<file path="src/rtl/fifo_pkg.sv">
// Shared definitions for the flagged FIFO family.
//   FIFO_STD / FIFO_FWFT : read-mode selectors for the FWFT parameter.
//   clog2()              : constant-function ceiling log2, used to size the
//                          occupancy counter and threshold constants.
package fifo_pkg;

  localparam int FIFO_STD  = 0;
  localparam int FIFO_FWFT = 1;

  function automatic int clog2(input int value);
    int result;
    int v;
    result = 0;
    v      = value - 1;
    while (v > 0) begin
      result = result + 1;
      v      = v >> 1;
    end
    return result;
  endfunction

endpackage

</file>
<file path="src/rtl/fifo_flagged_ram.sv">
// Simple dual-port RAM backing the flagged FIFO.
//   clk    : rising-edge clock
//   reset  : synchronous active-high, clears only the registered read data
//   we     : write enable, wdata written to mem[waddr]
//   re     : read enable for the registered read port (ignored when ASYNC_RD)
//   raddr  : read address
//   rdata  : read data; registered (1-cycle latency) or combinational
// On an address collision the read returns the word held before the write.
module fifo_flagged_ram #(
  parameter int SIZE     = 3,
  parameter int WIDTH    = 8,
  parameter bit ASYNC_RD = 1'b0
) (
  input  logic             clk,
  input  logic             reset,
  input  logic             we,
  input  logic [SIZE-1:0]  waddr,
  input  logic [WIDTH-1:0] wdata,
  input  logic             re,
  input  logic [SIZE-1:0]  raddr,
  output logic [WIDTH-1:0] rdata
);

  localparam int DEPTH = 2 ** SIZE;

  logic [WIDTH-1:0] mem [DEPTH];

  // Contents are intentionally not reset.
  always_ff @(posedge clk) begin
    if (we) begin
      mem[waddr] <= wdata;
    end
  end

  generate
    if (ASYNC_RD) begin : g_async_rd
      // Combinational read: the old word stays visible until the write edge.
      assign rdata = mem[raddr];
    end else begin : g_sync_rd
      logic [WIDTH-1:0] rdata_reg;

      // Non-blocking read sees the pre-write contents, giving
      // read-before-write on a collision.
      always_ff @(posedge clk) begin
        if (reset) begin
          rdata_reg <= '0;
        end else if (re) begin
          rdata_reg <= mem[raddr];
        end
      end

      assign rdata = rdata_reg;
    end
  endgenerate

endmodule

</file>
<file path="src/rtl/fifo_flagged.sv">
// Single-clock FIFO with occupancy count, programmable almost-full /
// almost-empty thresholds, optional first-word-fall-through reads and
// overflow/underflow error pulses.
//   clk, reset      : clock, synchronous active-high reset
//   push, Din       : write request and data
//   pop, Dout       : read request and data (registered, or FWFT head word)
//   full, empty     : count == 2**SIZE / count == 0
//   almost_full     : count >= AF_LEVEL
//   almost_empty    : count <= AE_LEVEL
//   count           : occupancy 0..2**SIZE
//   overflow        : one-cycle pulse after a rejected push
//   underflow       : one-cycle pulse after a rejected pop
module fifo_flagged
  import fifo_pkg::*;
#(
  parameter int SIZE     = 3,
  parameter int WIDTH    = 8,
  parameter int FWFT     = FIFO_STD,
  parameter int AF_LEVEL = 2 ** SIZE - 1,
  parameter int AE_LEVEL = 1
) (
  input  logic             clk,
  input  logic             reset,
  input  logic             push,
  input  logic             pop,
  input  logic [WIDTH-1:0] Din,
  output logic [WIDTH-1:0] Dout,
  output logic             full,
  output logic             empty,
  output logic             almost_full,
  output logic             almost_empty,
  output logic [SIZE:0]    count,
  output logic             overflow,
  output logic             underflow
);

  localparam int DEPTH = 2 ** SIZE;
  // Counter must hold DEPTH itself, hence one bit beyond the address width.
  localparam int CNT_W = clog2(DEPTH) + 1;

  localparam logic [CNT_W-1:0] DEPTH_C = CNT_W'(DEPTH);
  localparam logic [CNT_W-1:0] AF_C    = CNT_W'(AF_LEVEL);
  localparam logic [CNT_W-1:0] AE_C    = CNT_W'(AE_LEVEL);

  logic [SIZE-1:0]  wr_ptr_reg, rd_ptr_reg;
  logic [CNT_W-1:0] count_reg, count_next;
  logic             full_reg, empty_reg, almost_full_reg, almost_empty_reg;
  logic             overflow_reg, underflow_reg;
  logic             push_ok, pop_ok;
  logic [WIDTH-1:0] ram_rdata;

  // A push while full is accepted only when a pop frees a slot that cycle.
  assign pop_ok     = pop && !empty_reg;
  assign push_ok    = push && (!full_reg || pop_ok);
  assign count_next = count_reg + CNT_W'(push_ok) - CNT_W'(pop_ok);

  always_ff @(posedge clk) begin
    if (reset) begin
      wr_ptr_reg       <= '0;
      rd_ptr_reg       <= '0;
      count_reg        <= '0;
      full_reg         <= 1'b0;
      empty_reg        <= 1'b1;
      almost_full_reg  <= 1'b0;
      almost_empty_reg <= 1'b1;
      overflow_reg     <= 1'b0;
      underflow_reg    <= 1'b0;
    end else begin
      if (push_ok) begin
        wr_ptr_reg <= wr_ptr_reg + SIZE'(1);
      end
      if (pop_ok) begin
        rd_ptr_reg <= rd_ptr_reg + SIZE'(1);
      end
      count_reg <= count_next;
      // Flags come from count_next so they line up with count every cycle.
      full_reg         <= (count_next == DEPTH_C);
      empty_reg        <= (count_next == '0);
      almost_full_reg  <= (count_next >= AF_C);
      almost_empty_reg <= (count_next <= AE_C);
      overflow_reg     <= push && !push_ok;
      underflow_reg    <= pop && empty_reg;
    end
  end

  fifo_flagged_ram #(
    .SIZE     (SIZE),
    .WIDTH    (WIDTH),
    .ASYNC_RD (FWFT == FIFO_FWFT)
  ) u_ram (
    .clk   (clk),
    .reset (reset),
    .we    (push_ok),
    .waddr (wr_ptr_reg),
    .wdata (Din),
    .re    (pop_ok),
    .raddr (rd_ptr_reg),
    .rdata (ram_rdata)
  );

  generate
    if (FWFT == FIFO_FWFT) begin : g_fwft_out
      // Head word is meaningless while empty; force zero so reset shows 0.
      assign Dout = empty_reg ? '0 : ram_rdata;
    end else begin : g_std_out
      assign Dout = ram_rdata;
    end
  endgenerate

  assign full         = full_reg;
  assign empty        = empty_reg;
  assign almost_full  = almost_full_reg;
  assign almost_empty = almost_empty_reg;
  assign count        = count_reg;
  assign overflow     = overflow_reg;
  assign underflow    = underflow_reg;

endmodule

</file>
<file path="config.mk">
export PLATFORM = sky130hd
export DESIGN_NAME = fifo_flagged
export DESIGN_NICKNAME = d
export VERILOG_FILES = /design/src/rtl/fifo_pkg.sv /design/src/rtl/fifo_flagged_ram.sv /design/src/rtl/fifo_flagged.sv
export SDC_FILE = /design/constraint.sdc
export NUM_CORES = 1
export LEC_CHECK = 0
export ABC_AREA = 1
export CORE_ASPECT_RATIO = 0.5
export CORE_MARGIN = 3
export CORE_UTILIZATION = 57
export CTS_CLUSTER_SIZE = 8
export DETAILED_ROUTE_END_ITERATION = 6
export GPL_TIMING_DRIVEN = 0
export PLACE_DENSITY = 0.78
export SYNTH_ARGS = -nofsm -noshare
export SYNTH_HDL_FRONTEND = slang
export SYNTH_SLANG_ARGS = --single-unit
export TNS_END_PERCENT = 5
</file>
<file path="constraint.sdc">
create_clock -name clk -period 2.6 [get_ports clk]
set_input_delay 0.39 -clock clk [delete_from_list [all_inputs] [get_ports clk]]
set_output_delay 0.39 -clock clk [all_outputs]
set_load 0.005 [all_outputs]
</file>
**Run 1: supply network**

The bar under the picture is 20 um long. Pins as bars on the die edge. Tap cells in gray.
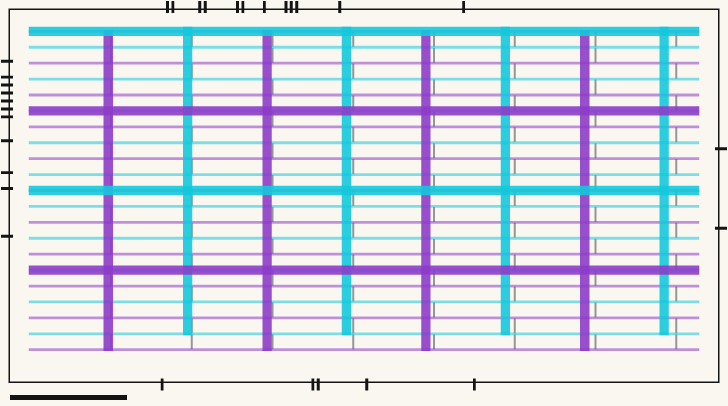
- VSS: purple
- VDD: cyan
- met5 straps: 4
- signal pins: 30
- met1 rails: 21
- tap cells: 88
VDD IR max: 0.669 mV
Die X: 121 um
chip height: 63.5 um

**Run 1: where the registers sit**

The bar under the picture is 20 um long.
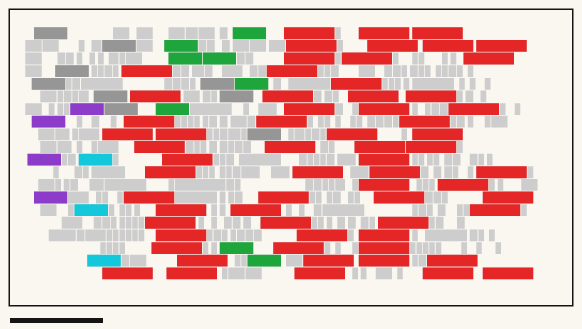
- `u_ram.mem`: red (flops 64)
- `wr_ptr_reg`: cyan (flops 3)
- `u_ram.rdata`: green (flops 8)
- `count`: purple (flops 4; where middle left)

**Run 1: port wiring**

The bar under the picture is 20 um long.
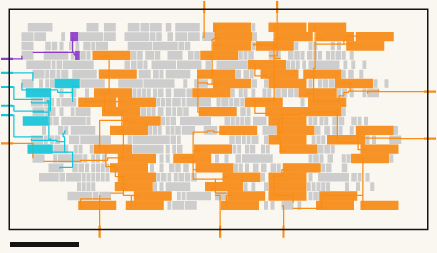
- `count`: cyan (bits 4; direction output; edge left; end cells 4; buffers 4; wire 131 um)
- `push`: purple (bits 1; direction input; edge left; end cells 2; buffers 1; wire 21.7 um)
- `Din`: orange (bits 8; direction input; edge 3 bottom, 2 right, 2 top, 1 left; end cells 64; buffers 8; wire 609 um)

==> CHANGELOG.md, run 1 <==
## Flow update

- Hold depth: 2
- Clk_lat worst skew: roughly 0.34 ns
- Area grow syn2layout: 18.5%
- Mean Syn Cell Area: 9.79 um2
- Flops after synth: ~88
- Placed cell areas: 0.00417 mm2
- CTS Buffer Depth: 2
- PD cells: 934 mW/mm2
- Fin crit share: a little over nine tenths
- # Cells Yosys: 385
- Final net count: roughly 440
- Global-route wire length before repair: 14,100 um
- Seq share, synth: 63.8%
- Residual DRC: 0
- Wirelength, routed: 9040 um
- Distinct lib cells used: 20
- Hold buffers post-CTS: 0
- Minimum clock period: 2.47 ns
- Hold Fails Final Rpt: 0
- Vias: roughly 2,800
- Register-to-Register Setup Slack: 0.25 ns
- FP Util: 60.5%
- Antenna violations before repair: 0
- Worst-Margin Slew: 1.04 ns
- Crit path launch: pop
- Yosys stat area: 0.00377 mm2
- Ant. Diodes: 0
- Overflow after GRT: 0
- Synth Instances: roughly 390
- TritonCTS clock tree: yes
- Fmax: 0.405 GHz
- Hold slack: 0.461 ns
- Worst-path clk slew: 0.06 ns
- Port bufs: 29
- Setup CP Type: in2reg
- Max FFs per register: 64
- Hold crit path type: reg2reg
- Critical hold path startpoint: empty
- WP data arrival: 2.74 ns
- # IOs: 30
- Post-synth net total: 404
- WP data required: ~2.9 ns
- GPL Wtd Cong: 0.825
- Number of global-route vias before repair: 2,786
- Setup WS post-layout: 0.129 ns
- Core Area: 0.00623 mm2
- # setup viols final: 0
- Mapped Area: 0.00377 mm2
- Finished Cell Area: 0.00446 mm2
- Worst path cell trace: clkdlybuf4s50_1 -> nand2_2 -> inv_2 -> buf_4 -> ha_1 -> inv_1 -> ha_1 -> fa_1 -> xnor2_2 -> nand2_1 -> o21ai_0
- Share of cells above drive strength 1: around 7.7%
- Yosys warnings: 0
- Total track usage: 25.0%
- Max-Cap Viols: 0
- DRT iter0 DRCs: 396
- H-tree levels: 3
- Setup_tns: 0 ns
- Worst-path maximum fanout: 10
- Pins over their slew limit: 0
- Startpoint Class: input pin
- Detail Route Antenna Nets: 0
- Worst rel slew slack: a little under a third
- Post-detail-place hpwl: 5640 um
- Critical Path End Type: flip-flop
- Worst R2R End: almost_empty
- Worst Hold End: underflow
- Row cnt: 20
- Status: finished clean
- Routed len/inst: around 17 um
- Fin util: a little under three quarters
- Clock Skew: 0.00582 ns
- Pre-CTS WS: -0.255 ns
- Root Buffer: clkbuf_16
- Slowest cell on crit path: clkdlybuf4s50_1
- CTS Buf Count: 9
- DRT Pass-1 Iters: 5
- # clock sinks: 88
- Leak: 0.00196 uW
- Post-DR vias/cell: 5.39
- Worst R2R Start: empty
- Reg2Reg Depth: 11
- Crit-path most repeated cell: ha_1
- Chip footprint: 0.00768 mm2
- Pin count of the biggest net entering global routing: 15
- Tool Warnings: 26
- RSZ-0062 raised after global routing: no
- Max stage delay on crit path: 0.44 ns
==> run 1: cell usage after synthesis (all sizes together) <==
library cell | number | area share (%)
clkinv | 1 | 0.10
a21oi | 15 | 2.0
xnor2 | 2 | 0.47
dfxtp | 24 | 13
buf | 13 | 2.7
nor2 | 16 | 1.6
edfxtp | 64 | 51
nand4 | 1 | 0.17
o21ai | 13 | 1.7
nand2 | 94 | 9.5
nand3 | 53 | 7.0
xor2 | 1 | 0.23
ha | 6 | 2.0
inv | 81 | 8.2
fa | 1 | 0.53
==> run 1: how the worst max path moves through the flow <==
stage	to
after global placement	almost_empty
final	almost_empty
after CTS	almost_empty
after detailed placement	almost_empty
after floorplan	almost_empty
after global routing	almost_empty
==> run 1: timing repair <==
action | in CTS | in global routing
resized | 0 | 1
setup buffers | 0 | 0
endpoints found under the setup margin | 0 | 4
==> run 1: cell type report <==
cell class                 instances  area [um2]
multi-input combinational        202         958
sequential                        88        2400
clock buffer                      10         229
tap                               88         110
clock inverter                     6        60.1
inverter                          82         313
buffer                            13         101
timing repair buffer              29         290
fill                             426        1770
==> run 1: placed cells by master (no fill, tap or decap), types with 6 or more instances in the layout <==
cell type	n
ha_1	6
nor2_1	16
inv_1	78
o21ai_0	13
nand2_1	92
clkbuf_16	9
a21oi_1	15
nand3_1	53
clkdlybuf4s50_1	29
dfxtp_1	24
buf_2	6
edfxtp_1	64
==> run 1: through the flow <==
stage | power [uW] | instances
2_1_floorplan | 2430 | 385
3_3_place_gp | 2820 | 502
3_5_place_dp | 2870 | 502
4_1_cts | 4140 | 518
5_1_grt | 4360 | 518
6_report | 4170 | 518
==> run 1: where the power goes <==
part,internal (uW),total [uW],switching [uW]
registers,1670,1750,77.7
clock network,739,1250,515
logic,468,1160,696
total,2880,4170,1290
==> run 1: critical path: cells and delay by family <==
kind                     cells  cell delay, ns
AND-OR/OR-AND                1            0.16
XOR/XNOR                     1            0.27
adder cells (fa/ha/maj)      3            0.90
buffers and inverters        4            0.78
AND/OR/NAND/NOR              2            0.24
==> run 1: layer usage <==
layer / global-route usage (%) / vias to the layer above / routed length, um
li1: - / 1312 / -
met1: 32.4 / 1284 / 3620
met2: 41.3 / 175 / 4380
met3: 7.71 / 22 / 905
met4: 6.64 / 0 / 135
met5: 0 / - / 0
==> run 1: cells by family (layout without fill, tap and decap cells) <==
family | Yosys count | count (layout) | share of synthesized area (%)
xor+xnor | 3 | 3 | 0.698
buf+inv | 95 | 140 | 11.0
fa+ha+maj | 7 | 7 | 2.52
compound gates | 28 | 28 | 3.72
simple gates | 164 | 164 | 18.3
flops | 88 | 88 | 63.8
--- run 2 (diff from run 1) ---
==> constraint.sdc (replaced) <==
create_clock -name clk -period 2.3 [get_ports clk]
set_input_delay 0.345 -clock clk [delete_from_list [all_inputs] [get_ports clk]]
set_output_delay 0.345 -clock clk [all_outputs]
set_load 0.005 [all_outputs]
==> run 2 against run 1 <==
Clock power rose by about 10%. Clock-buffer cell count did not move. Total power rose by 16%. Routed wire length rose by 1.8%. Die size did not move. Synthesized cell count did not move. Register-to-register slack got worse by 0.08 ns. Synthesized area did not move. Cell count rose by 0.58%.
==> CHANGELOG.md, run 2 <==
## Flow update

- CTS Buffer Depth: 2 (unchanged)
- H-tree levels: 3 (unchanged)
- Mapped Area: 0.00377 mm2 (unchanged)
- PD cells: 1070 mW/mm2 (+14%)
- Dominant cell area share: 51.0% (unchanged)
- Post-synth top cells: nand2_1, inv_1, edfxtp_1
- Buf+Inv Stages, Crit Path: 2 (-2)
- Seq pwr share: 41.1% (-0.9 points)
- Flops after synth: 88 (unchanged)
- Largest area contributor in the synthesized netlist: edfxtp_1
- Psw: 1500 uW (+16%)
- Setup_tns: 0 ns (unchanged)
- Count leader, synth: nand2_1
- Post-synth net total: 404 (unchanged)
- Fill count: 418 (-1.9%)
- Clock Skew: 0.00468 ns (-0.00114 ns)
- Mean Syn Cell Area: 9.79 um2 (unchanged)
- Startpoint Class: input pin
- # setup viols final: 0 (unchanged)
- Worst path top cell family by delay: simple AND/OR/NAND/NOR gates
- Pre-CTS WS: -0.510 ns (-0.255 ns)
- RSZ-0062 raised after global routing: yes
- # Cells Yosys: 385 (unchanged)
- Pins over their slew limit: 0 (unchanged)
- Area grow syn2layout: 20.0%
- Top cell excl fill/tap: nand2_1
- Residual DRC: 0 (unchanged)
- Chip footprint: 0.00768 mm2 (unchanged)
- Slowest cell on crit path: nor2_1
- Root Buffer: clkbuf_16
- WP data required: 2.26 ns (-0.61 ns)
- Final net count: 447 (+0.68%)
- Max stage delay on crit path: 0.81 ns (+0.37 ns)
- Setup WS post-layout: 0.0690 ns (-0.0596 ns)
- WP data arrival: 2.19 ns (-0.55 ns)
- Pin count of the biggest net entering global routing: 15 (unchanged)
- Minimum clock period: 2.23 ns
- Detail Route Antenna Nets: 0 (unchanged)
- Number of global-route vias before repair: 2,812 (+0.93%)
- Total track usage: 25.2% (+0.14 points)
- DRT Pass-1 Iters: 5 (unchanged)
- Overflow after GRT: 0 (unchanged)
- Clock Power Share: 29.4% (-0.7 points)
- DRT iter0 DRCs: 444 (+12%)
- Hold crit path type: reg2reg
- Tool Warnings: 27 (+3.8%)
- Leak: 0.00198 uW (+0.72%)
- Critical Path End Type: flip-flop
- Global-route wire length before repair: 14,200 um (+0.68%)
- Setup CP Type: in2reg
- Status: finished clean
- TritonCTS clock tree: yes
- Post-DR vias/cell: 5.48 (+1.7%)
- Worst-path maximum fanout: 8 (-2)
- Synth Instances: 385 (unchanged)
- Routed len/inst: 17.7 um (+1.2%)
- Placed cell areas: 0.00417 mm2 (unchanged)
- Yosys stat area: 0.00377 mm2 (unchanged)
- Switching Share: 31.0% (+0.14 points)
- Combinational share of power: 29.6% (+1.7 points)
- Fin crit share: 97.0%
- Fmax: 0.448 GHz
- Worst-path clk slew: 0.06 ns (about the same)
- Finished Cell Area: 0.00452 mm2 (+1.2%)
- Port bufs: 29 (unchanged)
- Distinct lib cells used: 20 (unchanged)
- Share of cells above drive strength 1: 9.24% (+1.6 points)
- Max-Cap Viols: 0 (unchanged)
- CTS Buf Count: 9 (unchanged)
- Yosys warnings: 0 (unchanged)
- Ant. Diodes: 0 (unchanged)
## run 2: what timing repair did
item / CTS / global route
endpoints found under the setup margin: 5 / 29
hold buffers: 0 / 0
pin swaps: 2 / 4
setup buffers: 2 / 1
endpoints found under the hold margin: 0 / 0
gates resized: 3 / 8
cloned: 0 / 0
## run 2: metrics by stage
step / std cells / hold slack (ns)
after floorplan: 385 / 0.414
after global placement: 502 / 0.436
after detailed placement: 502 / 0.442
after CTS: 520 / 0.463
after global routing: 521 / 0.485
final: 521 / 0.457
## run 2: kinds of logic after synthesis
group	synth area share [%]
simple gates	18.3
buf+inv	11.0
flops	63.8
compound gates	3.72
fa+ha+maj	2.52
xor+xnor	0.698
## run 2: power groups by stage
| stage | clock [uW] | combinational, uW | sequential [uW] |
|---|---|---|---|
| finish | 1420 | 1430 | 1980 |
| detailed placement | 0 | 1240 | 2010 |
| global placement | 0 | 1200 | 2000 |
| floorplan | 0 | 747 | 2000 |
| CTS | 1430 | 1330 | 1980 |
| global route | 1500 | 1550 | 2000 |
## run 2: layer usage
metal  GRT usage, %  wire (um)
met1           32.7       3580
met2           41.4       4460
met3           7.71        946
met4           6.78        212
met5              0          0
## run 2: path summary, 6_finish.rpt
check,startpoint,end,slack [ns],depth (start not counted)
hold reg to reg,empty,underflow,0.46,2
hold / removal,empty,underflow,0.46,2
setup reg to reg,empty,almost_empty,0.17,11
setup / recovery,pop,u_ram.mem[2][5],0.07,7
## run 2: cell type report
class | count | area, um2 | area share (%)
multi-input combinational | 202 | 982 | 21.7
tap | 88 | 110 | 2.44
sequential | 88 | 2400 | 53.2
clock buffer | 10 | 229 | 5.07
buffer | 13 | 105 | 2.33
clock inverter | 6 | 60.1 | 1.33
inverter | 82 | 318 | 7.03
timing repair buffer | 32 | 313 | 6.92
## run 2: worst register-to-register path, cell delays in order, from the launching register on
cell	delay, ns
dfxtp_1	0.34
inv_1	0.05
nand2_2	0.12
clkinv_4	0.07
buf_6	0.14
ha_1	0.27
inv_1	0.04
ha_2	0.18
fa_2	0.59
inv_2	0.06
nand2_1	0.08
o21ai_1	0.07
**Run 2: supply network**

The bar under the picture is 20 um long. Pins as bars on the die edge. Tap cells in gray.
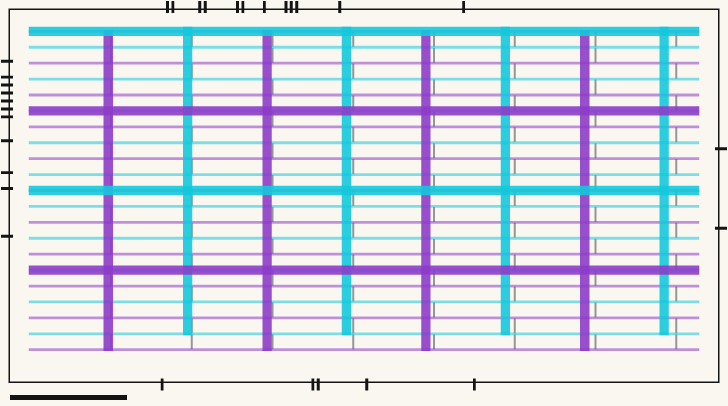
Core Area: 0.00623 mm2
VDD IR max: 0.767 mV

**Run 2: local utilization**

The bar under the picture is 20 um long. 12 x 6 tiles, from white (low) to dark blue (high), 0 to 100% covered.
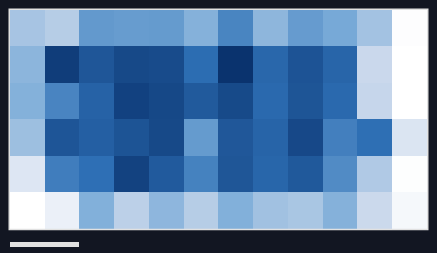
- tiles over 75% full: 40%
- nearly empty tiles: 6.9%
- fullest tile: 99%
- emptiest ninth of the die: lower right
- mean over tiles: 57%
- densest ninth of the die: center
FP Util: 60.5%
fin util: 72.5%

--- run 3 (diff from run 2) ---
--- a/config.mk
+++ b/config.mk
@@ -8,11 +8,12 @@
 export ABC_AREA = 1
 export CORE_ASPECT_RATIO = 0.5
 export CORE_MARGIN = 3
-export CORE_UTILIZATION = 57
+export CORE_UTILIZATION = 60
 export CTS_CLUSTER_SIZE = 8
 export DETAILED_ROUTE_END_ITERATION = 6
+export DONT_BUFFER_PORTS = 1
 export GPL_TIMING_DRIVEN = 0
-export PLACE_DENSITY = 0.78
+export PLACE_DENSITY = 0.76
 export SYNTH_ARGS = -nofsm -noshare
 export SYNTH_HDL_FRONTEND = slang
 export SYNTH_SLANG_ARGS = --single-unit
==> run 3 against run 2 <==
Clock-buffer cell count did not move. Core utilization increased by 0.16 points. Flip-flop count did not move. Cell area down 7.1%. Hold slack got worse by 0.39 ns. Largest cell class unchanged. Worst setup slack improved by 0.047 ns. Critical path depth increased by 4. Synthesized area did not move. Largest power group unchanged. Die size is 4.6% lower. Clock skew up 0.0030 ns.
==> CHANGELOG.md, run 3 <==
## Flow update

- Status: finished clean
- DRT iter0 DRCs: 251 (-43%)
- Flops after synth: 88 (unchanged)
- TritonCTS clock tree: yes
- Total track usage: 25.1% (-0.098 points)
- Seq share, synth: 63.8%
- Synth Instances: 385 (unchanged)
- Mapped Area: 0.00377 mm2 (unchanged)
- Post-synth net total: 404 (unchanged)
- Overflow after GRT: 0 (unchanged)
- Distinct lib cells used: 20 (unchanged)
- FP Util: 65.2% (+4.8 points)
- Area grow syn2layout: 11.5%
- Ant. Diodes: 0 (unchanged)
- Setup_tns: 0 ns (unchanged)
- Placed Instances: 469 (-6.6%)
- Post-detail-place hpwl: 5330 um
- Root Buffer: clkbuf_16
- # Cells Yosys: 385 (unchanged)
- Wirelength, routed: 8490 um
- Top logic cells by instance count in the layout: nand2_1, inv_1, edfxtp_1, nand3_1, dfxtp_1
- Row cnt: 19
- Clk_lat worst skew: about 0.34 ns
- Port bufs: 0 (-100%)
- # clock sinks: 88
- Placed cell areas: 0.00387 mm2 (-7.1%)
- Fin crit share: 94.9% (-2.1 points)
- Routed len/inst: 17.5 um (-0.91%)
- H-tree levels: 3 (unchanged)
- Hold crit path type: in2reg
- Hold Fails Final Rpt: 0
- Tool Warnings: 26 (-3.7%)
- Top cell excl fill/tap: nand2_1
- Final net count: 415 (-7.2%)
- Largest area contributor in the synthesized netlist: edfxtp_1
- Fmax: 0.458 GHz (+2.2%)
- Chip footprint: 0.00732 mm2 (-4.6%)
- Worst R2R Start: empty
- Residual DRC: 0 (unchanged)
- Startpoint Class: flip-flop
- Worst-Margin Slew: 1.03 ns
- Share of cells above drive strength 1: 9.23% (-0.011 points)
- Minimum clock period: 2.18 ns (-0.0475 ns)
- Pin count of the biggest net entering global routing: 15 (unchanged)
- Commonest flop: edfxtp_1
- Post-synth EDFFs: approximately 64
- Critical hold path startpoint: reset
- WP data required: 2.56 ns (+0.30 ns)
- Yosys warnings: 0 (unchanged)
- Global-route wire length before repair: 13,200 um (-6.8%)
- Ys async rst share: 0%
- Leak: 0.00185 uW (-6.5%)
- Count leader, synth: nand2_1
- Critical Path End Type: flip-flop
- CTS Buf Count: 9 (unchanged)
- Fin util: 72.7% (+0.16 points)
- PD cells: 1100 mW/mm2 (+2.6%)
- Crit path launch: empty
- Top cells, area: edfxtp_1, dfxtp_1, nand2_1
- Number of global-route vias before repair: 2,496 (-11%)
- Setup CP Type: reg2reg
- Clock Skew: 0.00768 ns (+0.00300 ns)
- Detail Route Antenna Nets: 0 (unchanged)
- Hold depth: 1 (-1)
- Antenna violations before repair: 0
- Register-to-Register Setup Slack: 0.12 ns (-0.05 ns)
- WP data arrival: 2.45 ns (+0.26 ns)
- Post-synth top cells: nand2_1, inv_1, edfxtp_1
- Mean Syn Cell Area: 9.79 um2 (unchanged)
- Cell Count, Final, Fillers Out: 485 (-6.9%)
- Hold slack: 0.0650 ns (-0.392 ns)
- Post-DR vias/cell: 5.43 (-1.0%)
- Worst-path clk slew: 0.06 ns (about the same)
- CTS Buffer Depth: 2 (unchanged)
- DRT Pass-1 Iters: 5 (unchanged)
- RSZ-0062 raised after global routing: no
- Max-Cap Viols: 0 (unchanged)
- GPL Wtd Cong: 0.834
- # IOs: 30
- Yosys stat area: 0.00377 mm2 (unchanged)
- Dominant cell area share: 51.0% (unchanged)
- Hold buffers post-CTS: 0 (unchanged)
- Worst rel slew slack: a little under a third
- Pins over their slew limit: 0 (unchanged)
- Worst-path maximum fanout: 6 (-2)
- Worst Hold End: count[2]
- Finished Cell Area: 0.00420 mm2 (-7.1%)
- Reg2Reg Depth: 11 (unchanged)
- Worst R2R End: almost_empty
- Max FFs per register: 64
- Vias: 2,632
- # setup viols final: 0 (unchanged)
## run 3: cell counts after synthesis
No cell type changed its count.
## run 3: timing repair
action                     4_1_cts  5_1_grt
gates resized                    3        7
setup endpoints to repair        4        7
setup buffers                    0        1
pin swaps                        1        2
## run 3: power by group
part / internal [uW] / total, uW / switching [uW] / leakage, uW
registers: 1890 / 2000 / 110 / 0.000779
logic: 414 / 1190 / 777 / 0.000941
clock network: 833 / 1410 / 572 / 0.000130
total: 3140 / 4600 / 1460 / 0.00185
## run 3: final cells by class
cell class	count	area (um2)
flip-flops and latches	88	2400
fillers	407	1580
multi-input cells	202	985
inverters	82	315
clock buffers	10	229
well taps	84	105
plain buffers	12	93.8
clock inverters	6	60.1
repair buffers	1	7.51
## run 3: worst max-delay path by stage
stage / end
2_1_floorplan: almost_empty
3_3_place_gp: almost_empty
3_5_place_dp: almost_empty
4_1_cts: almost_empty
5_1_grt: full
6_report: almost_empty
## run 3: cell families (layout without fill, tap and decap cells)
group / count (synthesis) / in the layout / synth area share [%]
fa+ha+maj: 7 / 7 / 2.52
simple gates: 164 / 164 / 18.3
buf+inv: 95 / 111 / 11.0
flops: 88 / 88 / 63.8
xor+xnor: 3 / 3 / 0.698
compound gates: 28 / 28 / 3.72
## run 3: critical path, cell delays in order, from the launching register on
cell	delay, ns
dfxtp_2	0.34
inv_1	0.09
nand2_4	0.09
nand2_2	0.08
nand2_2	0.09
ha_1	0.30
inv_1	0.06
ha_2	0.20
fa_2	0.49
inv_1	0.13
nand2_1	0.08
o21ai_1	0.16
## run 3: stage by stage
step	total power, uW	setup WS [ns]
after CTS	4500	0.00227
after global routing	4810	0.0365
after global placement	2980	-0.0474
after floorplan	2750	0.188
after detailed placement	3030	-0.127
final	4600	0.117
## run 3: metal layers
layer / global-route usage (%) / vias up / share of wire, %
met5: 0 / - / 0
met4: 10.3 / 0 / 2.0
met3: 9.22 / 20 / 10
met2: 41.7 / 131 / 46
met1: 31.0 / 1229 / 42
li1: - / 1252 / -
**Run 3: supply network**

The bar under the picture is 20 um long. Pins as bars on the die edge. Tap cells in gray.
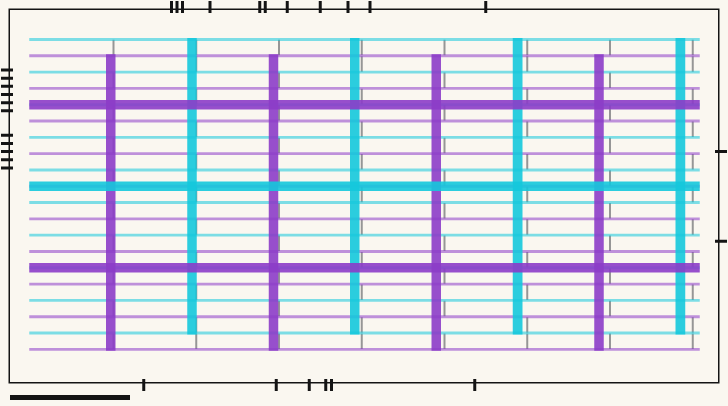
Die X: 118 um
chip height: 62.0 um
Core Area: 0.00578 mm2
VDD IR max: 1.33 mV

**Run 3: local utilization**

The bar under the picture is 20 um long. 12 x 6 tiles, from white (low) to dark blue (high), 0 to 100% covered.
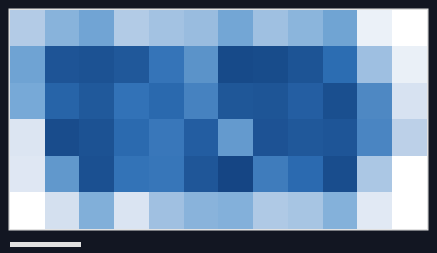
- fullest tile: 92%
- tiles over 75% full: 36%
- densest ninth of the die: center

Power figures rest on the tool's default switching activity, not on a simulated workload.
